### src/rtl/clock_enable_controller_if.sv
// Control/status bundle for clock_enable_controller.
//   master: debug/bring-up side; drives requests and configuration, observes status.
//   slave : the controller itself.
// Signals:
//   cfg_div/cfg_load           divide-ratio programming (accepted only while halted)
//   run_req/halt_req/step_req  one-cycle mode requests; step_count is sampled with step_req
//   ce/clk_div                 clock-enable pulse and divided clock
//   busy/state                 activity flag and mode (HALT=00, RUN=01, STEP=10)
//   step_done/cfg_err          one-cycle completion and rejected-config pulses
// Optional (CLOCK_ENABLE_CYCLE_COUNTER_EN): ce_count_clr input, 32-bit ce_count output.
interface clock_enable_controller_if #(
  parameter int unsigned DIV_W = 8,
  parameter int unsigned CNT_W = 16
);
  logic [DIV_W-1:0] cfg_div;
  logic             cfg_load;
  logic             run_req;
  logic             halt_req;
  logic             step_req;
  logic [CNT_W-1:0] step_count;
  logic             ce;
  logic             clk_div;
  logic             busy;
  logic [1:0]       state;
  logic             step_done;
  logic             cfg_err;
`ifdef CLOCK_ENABLE_CYCLE_COUNTER_EN
  logic             ce_count_clr;
  logic [31:0]      ce_count;
`endif

  modport master (
    output cfg_div, cfg_load, run_req, halt_req, step_req, step_count,
    input  ce, clk_div, busy, state, step_done, cfg_err
`ifdef CLOCK_ENABLE_CYCLE_COUNTER_EN
    , output ce_count_clr
    , input  ce_count
`endif
  );

  modport slave (
    input  cfg_div, cfg_load, run_req, halt_req, step_req, step_count,
    output ce, clk_div, busy, state, step_done, cfg_err
`ifdef CLOCK_ENABLE_CYCLE_COUNTER_EN
    , input  ce_count_clr
    , output ce_count
`endif
  );
endinterface

### src/rtl/clock_enable_controller.sv
// Run/halt/single-step controller producing the core clock-enable from clk50.
// Ports:
//   clk50  sole clock, rising edge
//   reset  synchronous, active-high
//   ctl    clock_enable_controller_if.slave (requests, config and status, see interface)
// Optional macro CLOCK_ENABLE_CYCLE_COUNTER_EN adds a 32-bit ce_count with ce_count_clr.
// All outputs come straight from registers.
module clock_enable_controller #(
  parameter int unsigned DIV_W       = 8,
  parameter int unsigned CNT_W       = 16,
  parameter int unsigned DEFAULT_DIV = 5
) (
  input logic                        clk50,
  input logic                        reset,
  clock_enable_controller_if.slave   ctl
);

  typedef enum logic [1:0] {
    StHalt = 2'b00,
    StRun  = 2'b01,
    StStep = 2'b10
  } state_e;

  localparam logic [DIV_W-1:0] DivOne   = DIV_W'(1);
  localparam logic [DIV_W-1:0] DivReset = DIV_W'(DEFAULT_DIV);
  localparam logic [CNT_W-1:0] RemOne   = CNT_W'(1);

  state_e           state_q, state_d;
  logic [DIV_W-1:0] div_q, div_d;
  logic [DIV_W-1:0] cnt_q, cnt_d;
  logic [CNT_W-1:0] rem_q, rem_d;
  logic             ce_q, ce_d;
  logic             clk_div_q, clk_div_d;
  logic             busy_q, busy_d;
  logic             step_done_q, step_done_d;
  logic             cfg_err_q, cfg_err_d;

  always_comb begin
    state_d     = state_q;
    div_d       = div_q;
    cnt_d       = '0;  // zero while halted, so every RUN/STEP entry starts from a cleared count
    rem_d       = rem_q;
    ce_d        = 1'b0;
    step_done_d = 1'b0;

    case (state_q)
      StHalt: begin
        if (ctl.cfg_load) begin
          div_d = (ctl.cfg_div == '0) ? DivOne : ctl.cfg_div;
        end
        // halt_req has top priority but does nothing while already halted
        if (!ctl.halt_req) begin
          if (ctl.step_req) begin
            if (ctl.step_count != '0) begin
              state_d = StStep;
              rem_d   = ctl.step_count;
            end else begin
              step_done_d = 1'b1;
            end
          end else if (ctl.run_req) begin
            state_d = StRun;
          end
        end
      end
      StRun: begin
        if (ctl.halt_req) begin
          state_d = StHalt;
        end
      end
      StStep: begin
        // ce_q is the pulse currently on the output; count it now
        if (ce_q && rem_q != '0) begin
          rem_d = rem_q - RemOne;
        end
        if (ctl.halt_req) begin
          state_d = StHalt;
          rem_d   = '0;
        end else if (ce_q && rem_q == RemOne) begin
          state_d     = StHalt;
          step_done_d = 1'b1;
        end
      end
      default: begin
        state_d = StHalt;
        rem_d   = '0;
      end
    endcase

    cfg_err_d = ctl.cfg_load && (state_q != StHalt);

    // Divider runs only while staying active; leaving suppresses any further ce.
    if (state_q != StHalt && state_d != StHalt) begin
      ce_d  = (cnt_q == div_q - DivOne);
      cnt_d = ce_d ? '0 : cnt_q + DivOne;
    end

    busy_d    = (state_d != StHalt);
    clk_div_d = clk_div_q ^ ce_d;
  end

  always_ff @(posedge clk50) begin
    if (reset) begin
      state_q     <= StHalt;
      div_q       <= DivReset;
      cnt_q       <= '0;
      rem_q       <= '0;
      ce_q        <= 1'b0;
      clk_div_q   <= 1'b0;
      busy_q      <= 1'b0;
      step_done_q <= 1'b0;
      cfg_err_q   <= 1'b0;
    end else begin
      state_q     <= state_d;
      div_q       <= div_d;
      cnt_q       <= cnt_d;
      rem_q       <= rem_d;
      ce_q        <= ce_d;
      clk_div_q   <= clk_div_d;
      busy_q      <= busy_d;
      step_done_q <= step_done_d;
      cfg_err_q   <= cfg_err_d;
    end
  end

  assign ctl.ce        = ce_q;
  assign ctl.clk_div   = clk_div_q;
  assign ctl.busy      = busy_q;
  assign ctl.state     = state_q;
  assign ctl.step_done = step_done_q;
  assign ctl.cfg_err   = cfg_err_q;

`ifdef CLOCK_ENABLE_CYCLE_COUNTER_EN
  logic [31:0] ce_count_q;

  // Counts pulses as they appear on ce; clear beats a coincident increment.
  always_ff @(posedge clk50) begin
    if (reset || ctl.ce_count_clr) begin
      ce_count_q <= '0;
    end else if (ce_q) begin
      ce_count_q <= ce_count_q + 32'd1;
    end
  end

  assign ctl.ce_count = ce_count_q;
`endif

endmodule

### src/flat_wrapper.sv
// flat-port wrapper written by rule: the top's interface ports become plain ports
module clock_enable_controller_flat 
#(
  parameter int unsigned DIV_W       = 8,
  parameter int unsigned CNT_W       = 16,
  parameter int unsigned DEFAULT_DIV = 5
)
  (clk50, reset, ctl_cfg_div, ctl_cfg_load, ctl_run_req, ctl_halt_req, ctl_step_req, ctl_step_count, ctl_ce, ctl_clk_div, ctl_busy, ctl_state, ctl_step_done, ctl_cfg_err);
  clock_enable_controller_if #(.DIV_W(DIV_W), .CNT_W(CNT_W)) ctl_i ();
  input logic clk50;
  input logic reset;
  input wire logic [$bits(ctl_i.cfg_div)-1:0] ctl_cfg_div;
  input wire logic [$bits(ctl_i.cfg_load)-1:0] ctl_cfg_load;
  input wire logic [$bits(ctl_i.run_req)-1:0] ctl_run_req;
  input wire logic [$bits(ctl_i.halt_req)-1:0] ctl_halt_req;
  input wire logic [$bits(ctl_i.step_req)-1:0] ctl_step_req;
  input wire logic [$bits(ctl_i.step_count)-1:0] ctl_step_count;
  output wire logic [$bits(ctl_i.ce)-1:0] ctl_ce;
  output wire logic [$bits(ctl_i.clk_div)-1:0] ctl_clk_div;
  output wire logic [$bits(ctl_i.busy)-1:0] ctl_busy;
  output wire logic [$bits(ctl_i.state)-1:0] ctl_state;
  output wire logic [$bits(ctl_i.step_done)-1:0] ctl_step_done;
  output wire logic [$bits(ctl_i.cfg_err)-1:0] ctl_cfg_err;
  assign ctl_i.cfg_div = ctl_cfg_div;
  assign ctl_i.cfg_load = ctl_cfg_load;
  assign ctl_i.run_req = ctl_run_req;
  assign ctl_i.halt_req = ctl_halt_req;
  assign ctl_i.step_req = ctl_step_req;
  assign ctl_i.step_count = ctl_step_count;
  assign ctl_ce = ctl_i.ce;
  assign ctl_clk_div = ctl_i.clk_div;
  assign ctl_busy = ctl_i.busy;
  assign ctl_state = ctl_i.state;
  assign ctl_step_done = ctl_i.step_done;
  assign ctl_cfg_err = ctl_i.cfg_err;
  clock_enable_controller #(.DIV_W(DIV_W), .CNT_W(CNT_W), .DEFAULT_DIV(DEFAULT_DIV)) u_core (.clk50(clk50), .reset(reset), .ctl(ctl_i));
endmodule
### config.mk
export PLATFORM = sky130hd
export DESIGN_NAME = clock_enable_controller_flat
export DESIGN_NICKNAME = d
export VERILOG_FILES = /design/src/rtl/clock_enable_controller_if.sv /design/src/rtl/clock_enable_controller.sv /design/src/flat_wrapper.sv
export SDC_FILE = /design/constraint.sdc
export NUM_CORES = 1
export LEC_CHECK = 0
export ABC_AREA = 1
export CAP_MARGIN = 15
export CORE_ASPECT_RATIO = 0.5
export CORE_MARGIN = 8
export CORE_UTILIZATION = 25
export CTS_CLUSTER_DIAMETER = 50
export DETAILED_ROUTE_END_ITERATION = 7
export GPL_ROUTABILITY_DRIVEN = 1
export GPL_TIMING_DRIVEN = 0
export HOLD_SLACK_MARGIN = 0.02
export PLACE_DENSITY = 0.49
export SLEW_MARGIN = 25
export SYNTH_ARGS = -nofsm -noshare
export SYNTH_HDL_FRONTEND = slang
export SYNTH_SLANG_ARGS = --single-unit
### constraint.sdc
create_clock -name clk50 -period 1.7 [get_ports clk50]
set_input_delay 0.425 -clock clk50 [delete_from_list [all_inputs] [get_ports clk50]]
set_output_delay 0.425 -clock clk50 [all_outputs]
set_load 0.1 [all_outputs]
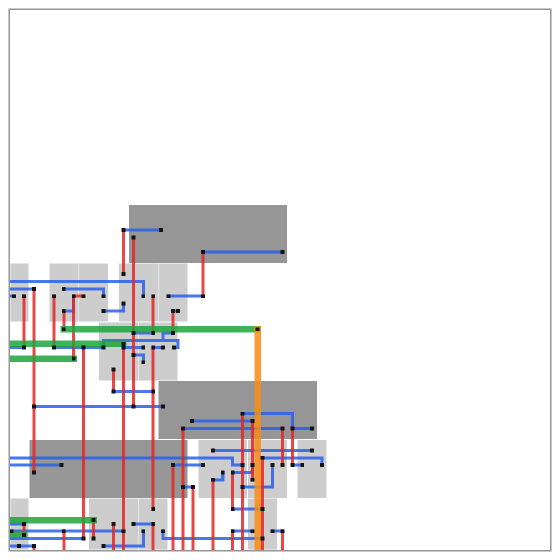
*A small window of the routed layout*
Window x 104 to 129, y 52 to 77 um. Cells in grey, sequential cells in the stronger grey; small squares are vias.
[metal 4] orange
[metal 1] blue
[metal 3] green
[metal 2] red
most frequent: nand2_1 (5), a21oi_1 (3), dfxtp_1 (3)
netlist names of flops here include: u_core.rem_q (3)
cells with their middle in the window: 16
sequential cells in the window: 3

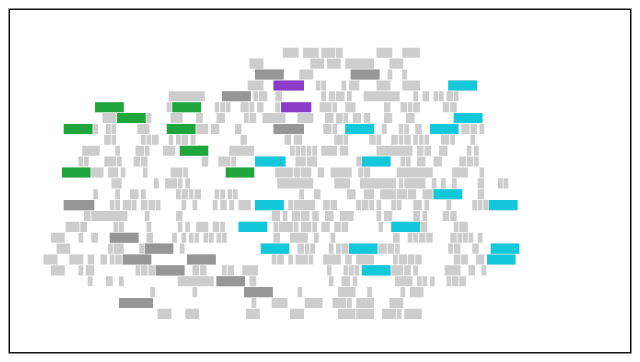
*Sequential cells grouped by signal name*
Drawn at 4 px/um. Other sequential cells in the stronger grey, the rest of the logic in the fainter grey.
[u_core.ctl.state] purple | flops: 2
[u_core.cnt_q] green | flops: 8
[u_core.rem_q] cyan | flops: 16
not coloured: 13

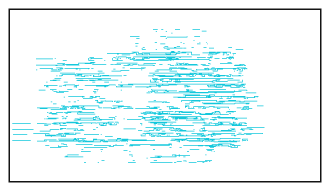
*M1 wires*
Drawn at 2 px/um.
wire length on this layer: 3250 um
nets with wire on the layer: 425
longest straight run: 35.9 um

[metrics by stage]
step                      total power, mW   TNS, ns  hold slack, ns   util
after floorplan                      1.47         0           0.440      -
after global placement               1.68    -10.60           0.459  0.313
after global routing                 2.89    -0.791           0.480  0.357
after detailed placement             1.68    -10.50           0.473  0.313
after CTS                            2.63         0           0.487  0.332
final                                2.71  -0.00290           0.449  0.357
[critical path, stage by stage]
cell and delay (ns):
clkdlybuf4s50_1 0.44, inv_2 0.15, nand2_8 0.10, inv_4 0.15
nand2_1 0.11, nand2_4 0.14, inv_4 0.06, clkbuf_16 0.16
o21ai_1 0.11, nor2_1 0.05
[repair_timing]
action,in CTS,in global routing
endpoints found under the setup margin,30,31
pin swaps,2,7
resized,27,64
buffers inserted,1,3
cloned,0,3
==> impl_metrics.ini <==
; synthesis and place-and-route metrics
[grt]
grt_remaining_overflow = 0
met3_usage = 0.0351
grt_pass1_wl_um = 11700
antenna_found_initial = 0
grt_util_met2 = 0.177
busiest_layer = met2
use_met1 = 0.140

[synth]
top_cell = nand2_1
topCellsByArea = dfxtp_1 32%, nand2_1 14%, nor2_1 8.7%
syn_inst = 380

[timing]
setup_viol = 1
rsz0062_at_grt = yes
setup_slack_ns = -0.00290

[finish]
top_regs = u_core.rem_q (16), u_core.cnt_q (8), u_core.div_q (8)
clk_share = 0.0421
syn2layout_area_growth_pct = 39.1
top_register = u_core.rem_q

[critical_path]
criticalPathCategory = in2reg
reg2reg_depth = 10

[pwr]
maxPowerGroup = sequential cells
p_sw_mw = 0.900

[drt]
detail-route-antenna-nets = 0
wl_per_cell_um = 12.7
routed.top_layer = met4
drc = 0
met2_length_um = 3340
avgViaCountPerCell = 4.48
first_iter_violations = 105

[placement]
placed_area_um2 = 2950
dp_hpwl_um = 5180

[status]
violations = negative setup slack
outcome = finished, violations left

[clock_tree]
cts_sinks = 39
cts_tree = yes
clkTransAtPathRegs_ns = 0.06

[floorplanning]
initCoreUtil = 0.256
taps = 135
die_w_um = 155

[min_path]
holdPathEnd = u_core.rem_q[12]$_SDFFE_PP0P_
hold_class = in2reg

[job]
cap_violations = 0
Power and IR drop assume default switching activity.
